Figure 1. Clock network drawn from the DEF (run 1).
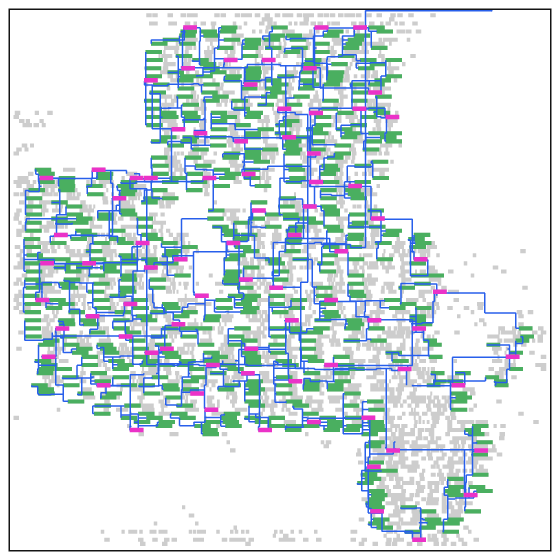
Figure 2. Wiring heat map (run 1).
The bar under the picture is 100 um long. The die is cut into 36 by 36 equal tiles; dark purple is low, yellow is high, scaled to the fullest tile. Values are wire area over tile area, all layers added.
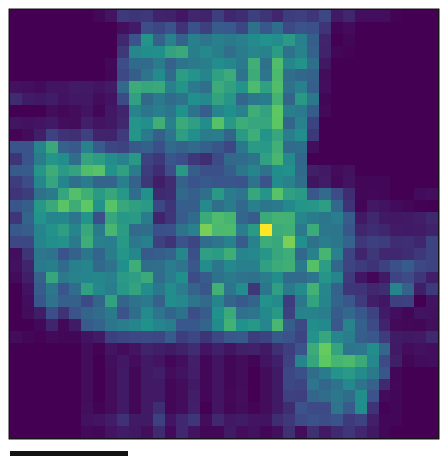
Figure 3. Sequential cells grouped by signal name (run 1).
Other sequential cells in the stronger grey, the rest of the logic in the fainter grey.
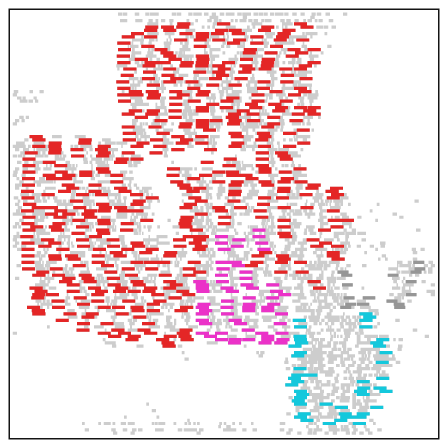
## src/rtl/line_write_merge_buffer_if.sv

```systemverilog
// Bus bundle for the line write-merge buffer: L1 write port, L2 drain port,
// flush control, forwarding lookup probe and occupancy status.
interface line_write_merge_buffer_if #(
  parameter int LINE_BITS = 128,
  parameter int WORD_BITS = 16,
  parameter int ADDR_BITS = 16,
  parameter int ENTRIES   = 4
) ();
  localparam int OFF   = $clog2(LINE_BITS / 8);
  localparam int TAG_W = ADDR_BITS - OFF;
  localparam int CNT_W = $clog2(ENTRIES) + 1;

  logic                   wr_valid;
  logic                   wr_ready;
  logic [ADDR_BITS-1:0]   wr_addr;
  logic [WORD_BITS-1:0]   wr_data;
  logic [WORD_BITS/8-1:0] wr_be;

  logic                   drain_valid;
  logic                   drain_ready;
  logic [TAG_W-1:0]       drain_tag;
  logic [LINE_BITS-1:0]   drain_data;
  logic [LINE_BITS/8-1:0] drain_mask;

  logic                   flush;
  logic [ADDR_BITS-1:0]   lookup_addr;
  logic                   lookup_hit;
  logic                   empty;
  logic [CNT_W-1:0]       count;

  // Requester side: issues writes, accepts drained lines, probes and flushes.
  modport master (
    output wr_valid, wr_addr, wr_data, wr_be, drain_ready, flush, lookup_addr,
    input  wr_ready, drain_valid, drain_tag, drain_data, drain_mask,
           lookup_hit, empty, count
  );

  // Buffer side.
  modport slave (
    input  wr_valid, wr_addr, wr_data, wr_be, drain_ready, flush, lookup_addr,
    output wr_ready, drain_valid, drain_tag, drain_data, drain_mask,
           lookup_hit, empty, count
  );
endinterface

```

## src/rtl/line_write_merge_buffer.sv

```systemverilog
// Line write-merge buffer: gathers byte-enabled word writes into line-sized
// FIFO entries keyed by line address, tracks a per-byte valid mask, and drains
// whole lines in order over a valid/ready handshake. A committed (locked) head
// is frozen so the drain outputs stay stable until accepted.
module line_write_merge_buffer #(
  parameter int LINE_BITS = 128,
  parameter int WORD_BITS = 16,
  parameter int ADDR_BITS = 16,
  parameter int ENTRIES   = 4,
  parameter int AGE_MAX   = 15
) (
  input  logic                     clk,
  input  logic                     reset_n,
  line_write_merge_buffer_if.slave bus
);
  localparam int BYTES  = LINE_BITS / 8;
  localparam int WB     = WORD_BITS / 8;
  localparam int OFF    = $clog2(BYTES);
  localparam int WOFF   = $clog2(WB);
  localparam int NWORDS = LINE_BITS / WORD_BITS;
  localparam int IDX_W  = OFF - WOFF;
  localparam int TAG_W  = ADDR_BITS - OFF;
  localparam int PTR_W  = $clog2(ENTRIES);
  localparam int CNT_W  = PTR_W + 1;
  localparam int AGE_W  = $clog2(AGE_MAX + 1);

  // Control state (reset)
  logic [ENTRIES-1:0] valid_q, valid_d;
  logic [PTR_W-1:0]   head_q, head_d, tail_q, tail_d;
  logic [CNT_W-1:0]   count_q, count_d;
  logic [AGE_W-1:0]   age_q, age_d;
  logic               flush_pend_q, flush_pend_d;
  logic               lock_q, lock_d;

  // Entry payload (not reset; always qualified by valid_q)
  logic [TAG_W-1:0]     tag_q  [ENTRIES];
  logic [LINE_BITS-1:0] data_q [ENTRIES];
  logic [BYTES-1:0]     mask_q [ENTRIES];

  logic [TAG_W-1:0]     wr_tag;
  logic [IDX_W-1:0]     wr_widx;
  logic [TAG_W-1:0]     lk_tag;
  logic                 commit;
  logic                 merge_hit;
  logic [PTR_W-1:0]     merge_idx;
  logic [PTR_W-1:0]     wr_idx;
  logic                 wr_ready;
  logic                 wr_fire, do_merge, do_alloc, drain_fire;
  logic [LINE_BITS-1:0] new_line;
  logic [BYTES-1:0]     new_mask;
  logic                 lookup_hit;

  assign wr_tag  = bus.wr_addr[ADDR_BITS-1:OFF];
  assign wr_widx = bus.wr_addr[OFF-1:WOFF];
  assign lk_tag  = bus.lookup_addr[ADDR_BITS-1:OFF];

  // Sub-word address bits carry no information for this buffer.
  logic unused_addr_bits;
  if (WOFF > 0) begin : g_wofs
    assign unused_addr_bits = ^{bus.wr_addr[WOFF-1:0], bus.lookup_addr[OFF-1:0]};
  end else begin : g_nowofs
    assign unused_addr_bits = ^bus.lookup_addr[OFF-1:0];
  end

  // The head is offered for drain once committed; a commit stays in force
  // (lock_q) until the line is accepted, which freezes the head contents.
  assign commit = valid_q[head_q] &&
                  (lock_q || (count_q >= CNT_W'(2)) || flush_pend_q ||
                   (age_q == AGE_W'(AGE_MAX)));

  // Find the newest unlocked valid entry holding the write's line; walking
  // from head toward tail lets later matches override earlier ones.
  always_comb begin
    merge_hit = 1'b0;
    merge_idx = '0;
    for (int i = 0; i < ENTRIES; i++) begin
      if (valid_q[head_q + PTR_W'(i)] && (tag_q[head_q + PTR_W'(i)] == wr_tag) &&
          !(commit && (i == 0))) begin
        merge_hit = 1'b1;
        merge_idx = head_q + PTR_W'(i);
      end
    end
  end

  // Ready depends only on registered state and the write address, never on
  // drain_ready: a slot freed by a drain is usable from the following cycle.
  assign wr_ready   = merge_hit || (count_q < CNT_W'(ENTRIES));
  assign wr_fire    = bus.wr_valid && wr_ready && (|bus.wr_be);
  assign do_merge   = wr_fire && merge_hit;
  assign do_alloc   = wr_fire && !merge_hit;
  assign drain_fire = commit && bus.drain_ready;
  assign wr_idx     = merge_hit ? merge_idx : tail_q;

  // Build the updated line: start from the matched entry (or zero for a new
  // allocation) and overlay only the byte lanes enabled in the written word.
  always_comb begin
    new_line = merge_hit ? data_q[merge_idx] : '0;
    new_mask = merge_hit ? mask_q[merge_idx] : '0;
    for (int w = 0; w < NWORDS; w++) begin
      for (int k = 0; k < WB; k++) begin
        if ((IDX_W'(w) == wr_widx) && bus.wr_be[k]) begin
          new_line[(w*WB + k)*8 +: 8] = bus.wr_data[k*8 +: 8];
          new_mask[w*WB + k]          = 1'b1;
        end
      end
    end
  end

  // Next-state for pointers, occupancy, head age, lock and pending flush.
  always_comb begin
    valid_d = valid_q;
    if (drain_fire) valid_d[head_q] = 1'b0;
    if (do_alloc)   valid_d[tail_q] = 1'b1;

    head_d  = head_q + PTR_W'(drain_fire);
    tail_d  = tail_q + PTR_W'(do_alloc);
    count_d = count_q + CNT_W'(do_alloc) - CNT_W'(drain_fire);
    lock_d  = commit && !drain_fire;

    if ((count_q == '0) || drain_fire)
      age_d = '0;
    else if (!commit && (age_q != AGE_W'(AGE_MAX)))
      age_d = age_q + AGE_W'(1);
    else
      age_d = age_q;

    if (count_d == '0)
      flush_pend_d = 1'b0;
    else if (bus.flush && (count_q != '0))
      flush_pend_d = 1'b1;
    else
      flush_pend_d = flush_pend_q;
  end

  // Control registers with asynchronous clear.
  always_ff @(posedge clk or negedge reset_n) begin
    if (!reset_n) begin
      valid_q      <= '0;
      head_q       <= '0;
      tail_q       <= '0;
      count_q      <= '0;
      age_q        <= '0;
      flush_pend_q <= 1'b0;
      lock_q       <= 1'b0;
    end else begin
      valid_q      <= valid_d;
      head_q       <= head_d;
      tail_q       <= tail_d;
      count_q      <= count_d;
      age_q        <= age_d;
      flush_pend_q <= flush_pend_d;
      lock_q       <= lock_d;
    end
  end

  // Entry payload write on merge or allocate.
  always_ff @(posedge clk) begin
    if (do_merge || do_alloc) begin
      tag_q[wr_idx]  <= wr_tag;
      data_q[wr_idx] <= new_line;
      mask_q[wr_idx] <= new_mask;
    end
  end

  // Forwarding probe over all valid entries.
  always_comb begin
    lookup_hit = 1'b0;
    for (int i = 0; i < ENTRIES; i++) begin
      if (valid_q[i] && (tag_q[i] == lk_tag)) lookup_hit = 1'b1;
    end
  end

  assign bus.wr_ready    = wr_ready;
  assign bus.drain_valid = commit;
  assign bus.drain_tag   = commit ? tag_q[head_q]  : '0;
  assign bus.drain_data  = commit ? data_q[head_q] : '0;
  assign bus.drain_mask  = commit ? mask_q[head_q] : '0;
  assign bus.lookup_hit  = lookup_hit;
  assign bus.count       = count_q;
  assign bus.empty       = (count_q == '0) && !flush_pend_q;
endmodule
```

## src/flat_wrapper.sv

```systemverilog
// flat-port wrapper written by rule: the top's interface ports become plain ports
module line_write_merge_buffer_flat 
#(
  parameter int LINE_BITS = 128,
  parameter int WORD_BITS = 16,
  parameter int ADDR_BITS = 16,
  parameter int ENTRIES   = 4,
  parameter int AGE_MAX   = 15
)
  (clk, reset_n, bus_wr_valid, bus_wr_addr, bus_wr_data, bus_wr_be, bus_drain_ready, bus_flush, bus_lookup_addr, bus_wr_ready, bus_drain_valid, bus_drain_tag, bus_drain_data, bus_drain_mask, bus_lookup_hit, bus_empty, bus_count);
  line_write_merge_buffer_if #(.LINE_BITS(LINE_BITS), .WORD_BITS(WORD_BITS), .ADDR_BITS(ADDR_BITS), .ENTRIES(ENTRIES)) bus_i ();
  input  logic clk;
  input  logic reset_n;
  input wire logic [$bits(bus_i.wr_valid)-1:0] bus_wr_valid;
  input wire logic [$bits(bus_i.wr_addr)-1:0] bus_wr_addr;
  input wire logic [$bits(bus_i.wr_data)-1:0] bus_wr_data;
  input wire logic [$bits(bus_i.wr_be)-1:0] bus_wr_be;
  input wire logic [$bits(bus_i.drain_ready)-1:0] bus_drain_ready;
  input wire logic [$bits(bus_i.flush)-1:0] bus_flush;
  input wire logic [$bits(bus_i.lookup_addr)-1:0] bus_lookup_addr;
  output wire logic [$bits(bus_i.wr_ready)-1:0] bus_wr_ready;
  output wire logic [$bits(bus_i.drain_valid)-1:0] bus_drain_valid;
  output wire logic [$bits(bus_i.drain_tag)-1:0] bus_drain_tag;
  output wire logic [$bits(bus_i.drain_data)-1:0] bus_drain_data;
  output wire logic [$bits(bus_i.drain_mask)-1:0] bus_drain_mask;
  output wire logic [$bits(bus_i.lookup_hit)-1:0] bus_lookup_hit;
  output wire logic [$bits(bus_i.empty)-1:0] bus_empty;
  output wire logic [$bits(bus_i.count)-1:0] bus_count;
  assign bus_i.wr_valid = bus_wr_valid;
  assign bus_i.wr_addr = bus_wr_addr;
  assign bus_i.wr_data = bus_wr_data;
  assign bus_i.wr_be = bus_wr_be;
  assign bus_i.drain_ready = bus_drain_ready;
  assign bus_i.flush = bus_flush;
  assign bus_i.lookup_addr = bus_lookup_addr;
  assign bus_wr_ready = bus_i.wr_ready;
  assign bus_drain_valid = bus_i.drain_valid;
  assign bus_drain_tag = bus_i.drain_tag;
  assign bus_drain_data = bus_i.drain_data;
  assign bus_drain_mask = bus_i.drain_mask;
  assign bus_lookup_hit = bus_i.lookup_hit;
  assign bus_empty = bus_i.empty;
  assign bus_count = bus_i.count;
  line_write_merge_buffer #(.LINE_BITS(LINE_BITS), .WORD_BITS(WORD_BITS), .ADDR_BITS(ADDR_BITS), .ENTRIES(ENTRIES), .AGE_MAX(AGE_MAX)) u_core (.clk(clk), .reset_n(reset_n), .bus(bus_i));
endmodule
```

## config.mk

```make
export PLATFORM = sky130hd
export DESIGN_NAME = line_write_merge_buffer_flat
export DESIGN_NICKNAME = d
export VERILOG_FILES = /design/src/rtl/line_write_merge_buffer_if.sv /design/src/rtl/line_write_merge_buffer.sv /design/src/flat_wrapper.sv
export SDC_FILE = /design/constraint.sdc
export NUM_CORES = 1
export LEC_CHECK = 0
export CAP_MARGIN = 20
export CORE_MARGIN = 2
export CORE_UTILIZATION = 29
export DETAILED_ROUTE_END_ITERATION = 12
export SETUP_SLACK_MARGIN = 0.4
export SLEW_MARGIN = 20
export SYNTH_ARGS = -nofsm -noshare
export SYNTH_HDL_FRONTEND = slang
export SYNTH_SLANG_ARGS = --single-unit
export TNS_END_PERCENT = 10
```

## constraint.sdc

```tcl
create_clock -name clk -period 29.1 [get_ports clk]
set_input_delay 4.365 -clock clk [delete_from_list [all_inputs] [get_ports clk]]
set_output_delay 4.365 -clock clk [all_outputs]
set_load 0.02 [all_outputs]
```

==> notes.md, run 1 <==
Summary of implementation figures.

Run status
The run finished with clean final reports.

STA
Adding up every negative setup slack in the final design gives 0 ps. In this build the clock could be raised as far as 0.0788 GHz. The max-slew violation total from the final report is 0.

Worst setup path
The startpoint type of the worst setup path is an input port. On the critical path the data arrives at 8320 ps. The required time at the endpoint of the critical path is 24730 ps.

Cells and area
The fraction of layout instances using a drive strength above 1 is 12.8%. The post-layout instance area is around 0.043 sq mm. In the layout the commonest cells are edfxtp_1, nand2_1, clkdlybuf4s50_1, mux4_2, o22ai_1.

Logic synthesis
The synthesis report names the predominant flop master as edfxtp_1. Yosys mapped the design onto roughly 87 distinct sky130hd cell types. The total of warnings raised by yosys is 0. The share of synthesized area spent on multiplexers is between 10 and 15%. The synthesized-area fraction occupied by xor and xnor cells is 2.48%. In the synthesized netlist, the cells that appear most often are edfxtp_1, nand2_1, clkbuf_1.

Drt
The number of optimization iterations in the first detailed-route pass is 7. The antenna violation net count after detailed routing is 0. After detailed routing, the number of vias per cell comes to 6.05.

In this run, the number of DRC markers left after iteration 0 of detailed routing was 3538. The count of unresolved DRC violations after routing is 0.

Hold path
The launch point of the worst min-delay path is recorded as u_core.flush_pend_q. The hold-critical path endpoint is u_core.flush_pend_q.

Pwr
Combinational cells account for between 40% and 50% of the total power. Overall power consumption after layout is estimated at 4360 uW.

Floorplan
The die height is 361 um.

Clock network
In this run, post-CTS repair resized a total of 0 instances. According to the CTS report, the clock sink count is ~640.
-- Figure 1 (at the start) --
Green is flip-flops, count 641. Blue is clock wires, length 9170 um. Magenta is clock-net drivers, count 79.
There are 80 routed clock nets.
insertion delay to the later sink of the worst-skew pair: 680 ps
post-route clock skew: 31.4 ps

-- Figure 2 (at the start) --
13% of the tiles are over half the peak. The fullest tile reaches 0.74. The mean over all tiles is 0.17. The emptiest ninth of the die: north-east. 24% of the tiles are nearly empty.
total via count after detailed routing: 29.1k
routed length per placed instance: 27.9 um
Global Route Usage Sum: 19.8%
Routed Wire Length: 134 mm

-- Figure 3 (at the start) --
Magenta is u_core.mask_q, placed flops 64. Cyan is u_core.tag_q, placed flops 48, where south-east. Red is u_core.data_q, placed flops 512.
Another 17 sequential cells are not coloured.
final core area utilization: 33.9%
sequential group power: 1240 uW
storage element area: 0.0192 sq mm

-- run 1: routing by layer --
metal,routed length [um],up-vias
met5,40,-
met4,4900,6
met3,12800,255
met2,62900,1687
met1,53800,14800
li1,-,12400
-- run 1: layout make-up --
type | instances | area [sq um] | area share [%]
repair buffers | 277 | 2620 | 6.10
well taps | 1662 | 2080 | 4.83
multi-input cells | 2058 | 16500 | 38.4
clock inverters | 38 | 384 | 0.893
clock buffers | 104 | 2120 | 4.94
inverters | 32 | 123 | 0.285
flip-flops and latches | 641 | 19200 | 44.6
diodes | 4 | 10.0 | 0.0233
-- run 1: critical path: stages --
cell and delay (ps):
clkdlybuf4s50_1 770, xor2_1 290, o32ai_1 320, or3b_2 560
a2111oi_4 300, buf_4 560, a2111oi_1 140, buf_4 220
nand2_1 90, clkdlybuf4s50_1 670
==> run 2, diff against run 1 <==
clock period = 11.73 ns   (was 29.1 ns; I/O delays follow)
Figure 4. The metal 4 layer (run 2).
The bar under the picture is 100 um long. Supply wires on this layer in grey.
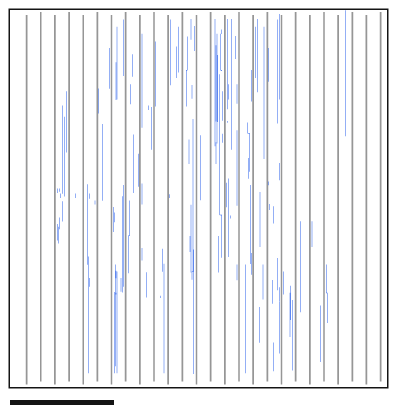
The longest straight run is 146 um. The layer holds 4.0% of the routed length. 80 nets have wire on it. The wires run mostly vertical. The layer carries 5280 um of wire.
Routed Wire Length: 132 mm
total via count after detailed routing: 29.0k

Figure 5. Clock network drawn from the DEF (run 2).
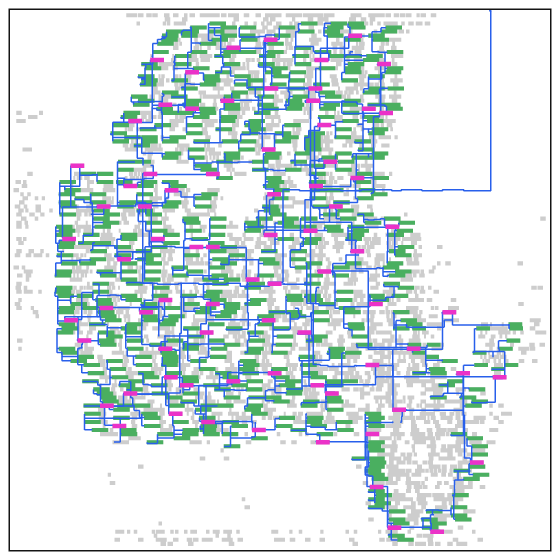
Green is flip-flops, count 641. Magenta is clock-net drivers, count 77. Blue is clock wires, length 8950 um.
There are 78 routed clock nets.
P_clk: 2360 uW
portion of total power attributed to the clock network: 21.8%
post-route clock skew: 31.9 ps
insertion delay to the later sink of the worst-skew pair: 660 ps

==> run 2 against run 1 <==
Hold slack improved by 25 ps. Worst setup slack got worse by 12000 ps. Die size did not move. Highest routed layer unchanged. Cell count fell by 0.10%. Largest power group unchanged.
==> notes.md, run 2 <==
Summary of implementation figures.

Run status
The flow ran to the end, and the final reports show no timing, DRC or antenna violations.

Worst setup path
Walking the worst path, the cells encountered are clkinv_1 -> ha_2 -> buf_4 -> mux4_2 -> xnor2_1 -> nand4_1 -> a2111oi_4 -> buf_4 -> a2111oi_1 -> buf_4 -> nand2_1 -> clkdlybuf4s50_1. On the critical path, the stage with the largest delay is an instance of buf_4. The number of buffers and inverters on the critical path is 5.

The data arrival time reported for the critical path is 6020 ps. The startpoint type of the worst setup path is a flop. The peak per-stage delay on the critical path is 730 ps. Per the OpenROAD timing report, the critical path contains 12 cells.

The kind of cell with the highest combined delay along the critical path is buffers and inverters. Counting stages on the worst path, the most repeated cell is buf_4.

Cells and area
The post-route netlist has 12.8% of its cells at a drive strength greater than 1. The non-clock inverters instantiated in the layout total 32. The library cells used most frequently in the layout, excluding fill and tap cells, are edfxtp_1, nand2_1, clkdlybuf4s50_1, mux4_2, o22ai_1. The number of flip-flops and latches is approximately 640. The fraction of cell area in sequential cells is reported as approximately 45%.

The area used by sequential logic in the layout is 0.0192 sq mm. 3 antenna diodes ended up in the layout. The fraction of standard cell area in multi-input logic is 38.4%. The layout has 274 buffers outside the clock class. Summing all multi-input logic gate instances after layout gives roughly 0.017 sq mm. The post-layout instance area is 0.0430 sq mm. The dominant kind of cell by area is sequential cells. The number of multi-input combinational cells in the layout is 2058. Of all the cell area in the finished design, non-clock buffers hold ~6.3%.

The portion of the layout cell area used by clock cells is ~5.7%. Cells fill 33.9% of the core in the end. The clock buffer instance count of the final layout is 98.

Logic synthesis
The synthesis report lists the Yosys warning total as 0. The dominant register cell is edfxtp_1. The commonest cells after synthesis are edfxtp_1, nand2_1, clkbuf_1.

Floorplan
The total number of tap cells is between 1.5k and 2k.

Hold path
The path with the worst hold slack has its endpoint at u_core.flush_pend_q.

STA
Adding up every negative setup slack in the final design gives 0 ps. Max-slew check failures listed in the final report amount to 0.

Pwr
The final power report lists total power as 10800 uW.

Drt
The routed design shows a wire length per standard cell of approximately 28 um. The number of optimization iterations in the first detailed-route pass is 5.

Global route
The total global routing track utilization is 19.4%.

Clock network
The number of clock sinks is between 600 and 700. The post-cts resize count is 0.
[run 2: cell counts after synthesis]
Identical to the previous run, type by type.
[run 2: report_power, final]
part | leakage, uW | switching [uW] | internal, uW | total (uW)
clock network | 0.00119 | 996 | 1360 | 2360
logic | 0.00672 | 3230 | 2140 | 5370
registers | 0.00595 | 223 | 2830 | 3050
total | 0.0139 | 4450 | 6330 | 10800
[run 2: kinds of logic after synthesis]
logic type	synth area share (%)
mux	13.4
xor+xnor	2.48
fa+ha+maj	0.392
flops	51.8
compound gates	17.1
buf+inv	4.11
simple gates	10.7
[run 2: per-layer routing]
layer  up-vias  global-route usage, %  routed length [um]
met5         -                      0                  73
met4        12                   8.73                5280
met3       255                   3.35               11500
met2      1577                   31.1               62700
met1     14700                   25.6               52700
li1      12400                      -                   -
Power figures rest on the tool's default switching activity, not on a simulated workload.
